$ cat src/rtl/keyed_shift_engine.sv
// rtl/keyed_shift_engine.sv - keyed multi-round shift/rotate-and-add engine
module keyed_shift_engine #(
    parameter int WIDTH      = 16,
    parameter int KEY_W      = 5,
    parameter int MAX_ROUNDS = 8,
    parameter int ADD_CONST  = 3
) (
    input  logic                                  clk1,
    input  logic                                  rst,
    input  logic [KEY_W-1:0]                      key_bits,
    input  logic [WIDTH-1:0]                      input_data,
    input  logic                                  ld,
    input  logic                                  start,
    input  logic                                  rotate,
    input  logic [$clog2(MAX_ROUNDS+1)-1:0]       n_rounds,
    output logic                                  busy,
    output logic                                  done,
    output logic [WIDTH-1:0]                      stg1_out
);

    localparam int NR_W = $clog2(MAX_ROUNDS + 1);
    localparam logic [WIDTH-1:0] ADD_C = WIDTH'(ADD_CONST);
    localparam logic [NR_W-1:0]  MAX_N = NR_W'(MAX_ROUNDS);

    typedef enum logic [1:0] {IDLE, READY, RUN, DONE} state_t;

    state_t             state_q, state_d;
    logic [WIDTH-1:0]   work_q, work_d;
    logic [WIDTH-1:0]   stg1_q, stg1_d;
    logic [NR_W-1:0]    cnt_q, cnt_d;
    logic [NR_W-1:0]    n_q, n_d;
    logic [2:0]         shamt_q, shamt_d;
    logic               rot_q, rot_d;
    logic               busy_q, busy_d;
    logic               done_q, done_d;

    logic [NR_W-1:0]    n_eff;
    logic [NR_W-1:0]    cnt_inc;
    logic [2:0]         shamt_sel;
    logic               rot_sel;
    logic [2*WIDTH-1:0] dbl;
    logic [WIDTH-1:0]   shifted;
    logic [WIDTH-1:0]   round_res;

    // Only the top three key bits steer the shift; the rest are don't-care.
    logic unused_key_ok;
    assign unused_key_ok = ^key_bits;

    // One round of the datapath; the start edge uses live inputs, later rounds the held copies.
    always_comb begin
        shamt_sel = (state_q == READY) ? key_bits[KEY_W-1 -: 3] : shamt_q;
        rot_sel   = (state_q == READY) ? rotate : rot_q;
        dbl       = {work_q, work_q} << shamt_sel;
        shifted   = rot_sel ? dbl[2*WIDTH-1:WIDTH] : (work_q << shamt_sel);
        round_res = shifted + ADD_C;
        cnt_inc   = cnt_q + NR_W'(1);
        if (n_rounds == '0) begin
            n_eff = NR_W'(1);
        end else if (n_rounds > MAX_N) begin
            n_eff = MAX_N;
        end else begin
            n_eff = n_rounds;
        end
    end

    // Next-state and next-output logic; ld overrides everything except reset.
    always_comb begin
        state_d = state_q;
        work_d  = work_q;
        stg1_d  = stg1_q;
        cnt_d   = cnt_q;
        n_d     = n_q;
        shamt_d = shamt_q;
        rot_d   = rot_q;
        busy_d  = busy_q;
        done_d  = done_q;
        if (ld) begin
            work_d  = input_data;
            cnt_d   = '0;
            busy_d  = 1'b0;
            done_d  = 1'b0;
            state_d = READY;
        end else begin
            case (state_q)
                READY: begin
                    if (start) begin
                        shamt_d = shamt_sel;
                        rot_d   = rot_sel;
                        n_d     = n_eff;
                        cnt_d   = NR_W'(1);
                        work_d  = round_res;
                        if (n_eff == NR_W'(1)) begin
                            stg1_d  = round_res;
                            done_d  = 1'b1;
                            state_d = DONE;
                        end else begin
                            busy_d  = 1'b1;
                            state_d = RUN;
                        end
                    end
                end
                RUN: begin
                    work_d = round_res;
                    cnt_d  = cnt_inc;
                    if (cnt_inc == n_q) begin
                        stg1_d  = round_res;
                        done_d  = 1'b1;
                        busy_d  = 1'b0;
                        state_d = DONE;
                    end
                end
                default: ;
            endcase
        end
    end

    // State and registered outputs; reset wins over ld and start.
    always_ff @(posedge clk1) begin
        if (rst) begin
            state_q <= IDLE;
            work_q  <= '0;
            stg1_q  <= '0;
            cnt_q   <= '0;
            n_q     <= '0;
            shamt_q <= '0;
            rot_q   <= 1'b0;
            busy_q  <= 1'b0;
            done_q  <= 1'b0;
        end else begin
            state_q <= state_d;
            work_q  <= work_d;
            stg1_q  <= stg1_d;
            cnt_q   <= cnt_d;
            n_q     <= n_d;
            shamt_q <= shamt_d;
            rot_q   <= rot_d;
            busy_q  <= busy_d;
            done_q  <= done_d;
        end
    end

    assign busy     = busy_q;
    assign done     = done_q;
    assign stg1_out = stg1_q;

endmodule

$ cat config.mk
export PLATFORM = sky130hd
export DESIGN_NAME = keyed_shift_engine
export DESIGN_NICKNAME = d
export VERILOG_FILES = /design/src/rtl/keyed_shift_engine.sv
export SDC_FILE = /design/constraint.sdc
export NUM_CORES = 1
export LEC_CHECK = 0
export CORE_MARGIN = 2
export CORE_UTILIZATION = 57
export CTS_BUF_LIST = sky130_fd_sc_hd__clkbuf_8
export CTS_CLUSTER_DIAMETER = 40
export DETAILED_ROUTE_END_ITERATION = 8
export PLACE_DENSITY = 0.95
export RECOVER_POWER = 25
export SLEW_MARGIN = 20
export SYNTH_ARGS = -nofsm -noshare
export SYNTH_HDL_FRONTEND = slang
export SYNTH_SLANG_ARGS = --single-unit
export TNS_END_PERCENT = 1
$ cat constraint.sdc
create_clock -name clk1 -period 3.8 [get_ports clk1]
set_input_delay 1.14 -clock clk1 [delete_from_list [all_inputs] [get_ports clk1]]
set_output_delay 1.14 -clock clk1 [all_outputs]
set_load 0.01 [all_outputs]
Run 1, congestion heat map:
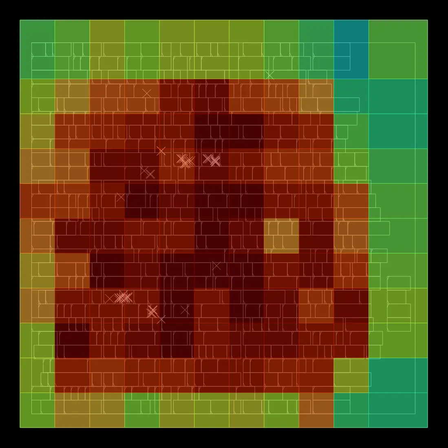
GRT met3 Usage: 0.161
busiest grt layer: met2

Run 1, cell classes on the final placement:
Scale bar: 20 µm.
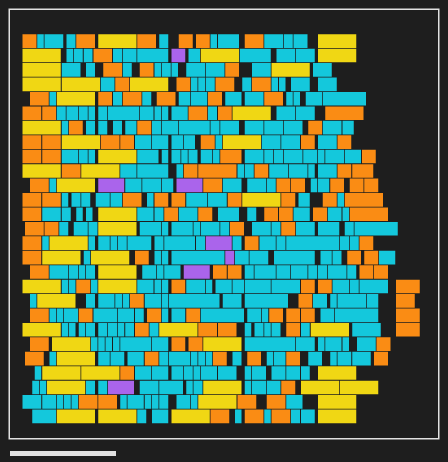
colour	class	cells	share of their area
purple	clock drivers and dummy loads	7	1.8%
orange	remaining buffers and delay cells	124	24%
yellow	registers	48	21%
cyan	remaining logic cells	327	53%
Core Util, Final: 0.829
# rows: 27
final instance area: 0.00462 mm²
Core Area: 0.00557 mm²

Run 1, signal wires by layer:
Scale bar: 20 µm. Only two layers are drawn.
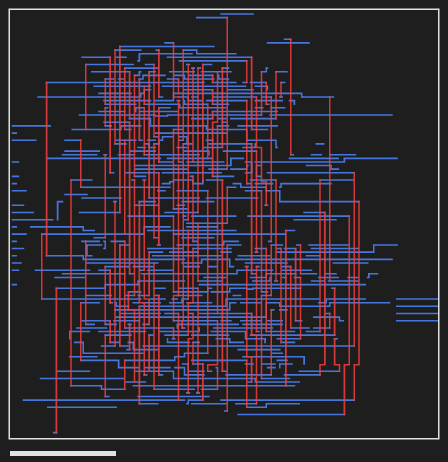
colour	layer	wire length
blue	M3	2,480 µm
red	M4	1,950 µm
final wirelength: 15.9 mm
Vias: 4,459
routed len/inst: 27.5 µm
Tot GR Track Use: 0.453

==> results.yml, run 1 <==
# synthesis and place-and-route metrics
run_status:
  outcome: "finished with violations"
  violations: "DRC, setup timing"
cts:
  clock_latency_ns: 0.33
  cts_buffers: 5
  cts.sinks: 48
  clk_path_buf_depth: 2
  cts.repair.resized: 12
  cts-root-buf: "clkbuf_8"
  cts_setup_buffers: 3
  cts-hold-fix-buffers: 0
  tritoncts: "yes"
  cts.reportedPaths.clkPinSlew_ns: 0.10
  ctsHtreeMaxLevel: 2
floorplanning:
  chipArea_mm2: 0.00651
  die.size.y_um: 80.7
  nWellTaps: 72
  dieWidth_um: 80.7
  fp_util: 0.601
  io_pins: 48
power:
  static-leakage-power_nw: 2.00
  intPower_mw: 1.02
  power.total_mw: 1.72
  power.density_mw_per_mm2: 373
  pwr-share-seq: 0.339
  switching_share: 0.407
  switchingPower_mw: 0.701
  peakVddDrop_mv: 0.379
  clock_power_share: 0.185
  combPwrFrac: 0.476
cells_and_area:
  largest_cell_class: "logic gates"
  lay_top_count: "buf_4"
  num-multi-input-gates: 317
  final-nonclk-buf-share: 0.240
  buffers: 124
  flops: 48
  clkbuf_count: 5
  regArea_um2: 961
  final-comb-area_mm2: 0.00234
  lay_top_cells: "73 x buf_4, 48 x nor2_1, 48 x dfxtp_1"
  seq_area_frac: 0.208
  comb_share: 0.507
  final_cells: 578
  layout-drive-gt1-share: 0.233
  areaGrowthSynthToFinish_pct: 37.9
  n_fill_cell: 255
  clockNetworkAreaShare: 0.0176
  diodes: 0
  inverters_excl_clock: 10
  layout.nets: 540
synthesis:
  synth_nets: 436
  syn_area_mm2: 0.00335
  syn_area_per_cell_um2: 8.33
  ys_sh_aoi: 0.213
  fa_ha_area_frac: 0.0149
  numSynthFlops: 48
  yosysCellCount: 402
  top_area_frac: 0.287
  common_cells: "48 x dfxtp_1, 48 x nor2_1, 44 x mux2i_1, 34 x nand2_1, 29 x a21oi_1"
  edf_count: 0
  syn_inst: 402
  flop_cell: "dfxtp_1"
  yosys.stat.seqShare: 0.287
  synth_cell_types: 61
  ys_warn_count: 0
  mux_area_frac: 0.196
  top_cells_by_area: "dfxtp_1 29%, mux2i_1 13%, nor2_1 5.4%"
  simple_gate_share: 0.188
  yosys.area_share.xor_xnor: 0.0471
  top_logic_kind: "AND-OR/OR-AND gates"
  ys_area_mm2: 0.00335
  ys_async_sr_fraction: 0
  largest_area_cell: "dfxtp_1"
sta:
  finalCritPeriodShare: 1.03
  relSlewSlack: 0.492
  report.final.slew_viol_count: 0
  finClkSkew_ns: 0.0139
  setup_tns_ns: -0.367
  finalWorstPathRequiredPeriod_ns: 3.92
  worst_pin_slew_ns: 0.740
  holdWs_ns: 0.457
  finalHoldViolCount: 0
  setup_violations: 4
  setup_slack_ns: -0.117
  fmax_mhz: 255
worst_hold_path:
  hp-class: "flop to flop"
  hold_depth: 2
  hold_path_startpoint: "stg1_out[15]"
  whs_endpoint: "stg1_out[15]"
place:
  place_area_mm2: 0.00428
  dp_hpwl_mm: 8.36
  place_ws_ns: -0.771
  portBuffers: 45
  placedCellCount: 558
  place_congestion: 0.987
setup_path:
  cp-endpoint: "work_q[15]"
  cp_num_cells: 15
  r2r_setup_slack_ns: -0.12
  slowest_stage: "a2111oi_4"
  worstRegToRegCells: 15
  reg2reg_to: "work_q[15]"
  cpPeakStageDelay_ns: 0.52
  crit_top_cell: "buf_4"
  path_cells: "inv_1 -> ha_1 -> buf_4 -> mux2i_4 -> buf_4 -> buf_12 -> nand2_1 -> o22ai_1 -> a21oi_1 -> a2111oi_4 -> nand2_1 -> buf_4 -> o31ai_1 -> a31oi_1 -> nor3_1"
  startpoint: "state_q[1]"
  critPathBufInv: 5
  crit_family: "AND-OR/OR-AND gates"
  timing_worst_setup_path_type: "flop to flop"
  cp-start-kind: "flop"
  crit_fanout: 18
  reg2reg_from: "state_q[1]"
  worstPathArrival_ns: 4.18
  cp-end-kind: "flop"
  required_ns: 4.06
routing:
  dr_wl_met3_mm: 2.48
  drt_pre_antenna_iters: 9
  drt_iter0_drc: 927
  ant_nets: 0
  routed.top_layer: "met4"
  drc: 73
  route.met2.wl_mm: 6.44
  vias_per_cell: 7.71
  wirelength_met1_mm: 5.04
global_route:
  antenna_found_initial: 0
  grt_pass1_vias: 4098
  grtUsageMet1: 0.515
  grt_max_degree: 29
  use_met2: 0.688
  grt-ovfl-total: 0
  grt_first_pass_wirelength_mm: 21.9
job:
  drv_cap: 0
  warnings: 30
## run 1: sequential cells by signal, indices dropped and copies added (netlist names)
name,cells
state_q,2
n_q,4
rot_q,1
cnt_q,4
done,1
busy,1
shamt_q,3
work_q,16
stg1_out,16
## run 1: worst reg2reg max path, delay by kind of cell (launching register included)
kind / cells / cell delay [ns]
AND/OR/NAND/NOR: 3 / 0.42
adder cells (fa/ha/maj): 1 / 0.33
AND-OR/OR-AND: 5 / 1.45
flip-flops: 1 / 0.34
buffers and inverters: 5 / 0.96
multiplexers: 1 / 0.37
## run 1: power by group through the flow
stage	combinational, mW	sequential [mW]	clock (mW)
after global placement	0.606	0.581	0
final	0.819	0.584	0.319
after floorplan	0.365	0.577	0
after global routing	0.828	0.584	0.320
after detailed placement	0.643	0.585	0
after CTS	0.691	0.575	0.300
## Run 2: what changed since run 1
--- a/config.mk
+++ b/config.mk
@@ -12,6 +12,7 @@
 export DETAILED_ROUTE_END_ITERATION = 8
 export PLACE_DENSITY = 0.95
 export RECOVER_POWER = 25
+export SKIP_CTS_REPAIR_TIMING = 1
 export SLEW_MARGIN = 20
 export SYNTH_ARGS = -nofsm -noshare
 export SYNTH_HDL_FRONTEND = slang
Run 2, logic cells by family:
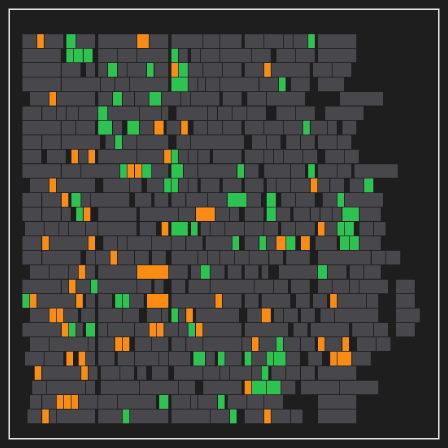
colour	family	cells	most used
green	nand cells	66	nand2_1
orange	nor cells	57	nor2_1

==> run 2 against run 1 <==
  * The flow still finishes with violations (DRC, setup timing)
  * Core utilization is 0.34 points lower
  * Register-to-register slack worse by 0.07 ns
  * Non-clock buffer count is 1 lower
  * Hold slack better by 0.0029 ns
  * Combinational power is 1% lower
  * Global-route usage is 4.7 points lower
  * Critical path depth is 3 lower
  * Cell area is 0.41% lower
  * Clock skew is 0.0041 ns higher
  * Critical path type is now input pin to flop
  * Largest power group unchanged
==> results.yml, run 2 <==
# synthesis and place-and-route metrics
floorplanning:
  die.size.y_um: 80.7
  fp_util: 0.601
  chipArea_mm2: 0.00651
  io_pins: 48
  rows: 27
  fp.coreArea_mm2: 0.00557
  dieWidth_um: 80.7
place:
  place_congestion: 0.987
  place_area_mm2: 0.00428
  portBuffers: 45
  place_ws_ns: -0.771
  placedCellCount: 558
  dp_hpwl_mm: 8.36
routing:
  dr_wl_met3_mm: 2.37
  routed.top_layer: "met4"
  vias_per_cell: 7.53
  drt_pre_antenna_iters: 9
  drt-total-wl_mm: 15.3
  route.met2.wl_mm: 6.37
  drt_iter0_drc: 999
  wirelength_met1_mm: 4.98
  ant_nets: 0
  num_vias: 4344
  wl_per_cell_um: 26.6
  drc: 117
power:
  top_power_group: "combinational cells"
  power.density_mw_per_mm2: 371
  p_seq_mw: 0.583
  p_comb_mw: 0.810
  pwr-share-seq: 0.342
  static-leakage-power_nw: 1.96
  power.total_mw: 1.70
  switching_share: 0.401
  clock_power_share: 0.182
  intPower_mw: 1.02
  switchingPower_mw: 0.683
  p_clk_mw: 0.311
  combPwrFrac: 0.475
  peakVddDrop_mv: 0.322
setup_path:
  cp_num_cells: 12
  cp-start-kind: "input pin"
  reg2reg_from: "state_q[1]"
  worstPathArrival_ns: 4.28
  cp-end-kind: "flop"
  required_ns: 4.01
  worstRegToRegCells: 14
  crit_fanout: 7
  crit_family: "buffers and inverters"
  cpPeakStageDelay_ns: 0.47
  startpoint: "key_bits[3]"
  reg2reg_to: "work_q[11]"
  path_cells: "clkdlybuf4s50_1 -> mux2i_4 -> buf_4 -> mux4_2 -> nand3_1 -> a221o_1 -> nor2_4 -> buf_4 -> nand4b_1 -> xor2_2 -> nand2_1 -> a311oi_1"
  r2r_setup_slack_ns: -0.19
  crit_top_cell: "buf_4"
  critPathBufInv: 3
  timing_worst_setup_path_type: "input pin to flop"
  slowest_stage: "clkdlybuf4s50_1"
  cp-endpoint: "work_q[11]"
synthesis:
  numSynthFlops: 48
  ys_async_sr_fraction: 0
  synth_cell_types: 61
  ys_area_mm2: 0.00335
  syn_area_mm2: 0.00335
  yosysCellCount: 402
  flop_cell: "dfxtp_1"
  ys_warn_count: 0
  top_area_frac: 0.287
  edf_count: 0
  largest_area_cell: "dfxtp_1"
  common_cells: "48 x dfxtp_1, 48 x nor2_1, 44 x mux2i_1, 34 x nand2_1, 29 x a21oi_1"
  yosys.stat.seqShare: 0.287
  syn_area_per_cell_um2: 8.33
  syn_inst: 402
  synth_nets: 436
  top_cells_by_area: "dfxtp_1 29%, mux2i_1 13%, nor2_1 5.4%"
cts:
  cts-root-buf: "clkbuf_8"
  cts.reportedPaths.clkPinSlew_ns: 0.11
  ctsHtreeMaxLevel: 2
  tritoncts: "yes"
  clock_latency_ns: 0.32
  clk_path_buf_depth: 2
  cts_buffers: 5
  cts.sinks: 48
cells_and_area:
  final_cells: 577
  lay_top_cells: "72 x buf_4, 48 x nor2_1, 48 x dfxtp_1"
  final_core_util: 0.825
  n_fill_cell: 266
  layout.nets: 539
  diodes: 0
  lay_top_count: "buf_4"
  areaGrowthSynthToFinish_pct: 37.4
  finalInstanceArea_mm2: 0.00460
  final-comb-area_mm2: 0.00234
  layout-drive-gt1-share: 0.242
  regArea_um2: 961
sta:
  rsz0062_at_grt: "yes"
  finalHoldViolCount: 0
  worst_pin_slew_ns: 0.636
  finalWorstPathRequiredPeriod_ns: 4.07
  setup_slack_ns: -0.268
  setup_tns_ns: -0.912
  finClkSkew_ns: 0.0180
  relSlewSlack: 0.573
  holdWs_ns: 0.460
  report.final.slew_viol_count: 0
  setup_violations: 15
  fmax_mhz: 246
  finalCritPeriodShare: 1.07
worst_hold_path:
  whs_endpoint: "stg1_out[15]"
  hold_depth: 2
  hold_path_startpoint: "stg1_out[15]"
  hp-class: "flop to flop"
run_status:
  violations: "DRC, setup timing"
  outcome: "finished with violations"
global_route:
  grt-ovfl-total: 0
  use_met2: 0.652
  grt_first_pass_wirelength_mm: 19.8
  grt_pass1_vias: 3940
  top_usage_layer: "met2"
  grt_max_degree: 29
  antenna_found_initial: 0
job:
  drv_cap: 0
  warnings: 30
Run 2, congestion heat map:
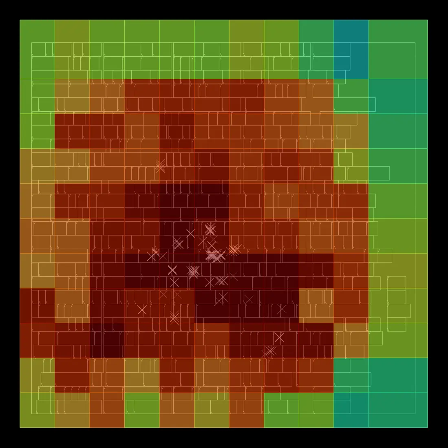
Tot GR Track Use: 0.406
GRT met3 Usage: 0.134
M1 GR Usage: 0.459

run 2: netlist changes by cell type in the layout (fill, tap and decap cells not counted), moves of 2 or more:
cell             delta
a221oi_2            +2
clkdlybuf4s50_1     +3
mux4_2              +2
mux4_1              -2
a221oi_1            -2
dlymetal6s2s_1      -2
run 2: cell type report:
class | instances | share of cell area
multi-input cells | 317 | 0.509
repair buffers | 123 | 0.237
flip-flops and latches | 48 | 0.209
well taps | 72 | 0.0196
clock buffers | 5 | 0.0150
inverters | 10 | 0.00816
clock inverters | 2 | 0.00272
run 2: cell families after synthesis:
family                   Yosys count  synth area share
AND/OR/NAND/NOR                  132             0.188
multiplexers                      57             0.196
adder cells (fa/ha/maj)            4            0.0149
flip-flops                        48             0.287
buffers and inverters             37            0.0545
AND-OR/OR-AND                    106             0.213
XOR/XNOR                          18            0.0471
Power and IR drop assume default switching activity.
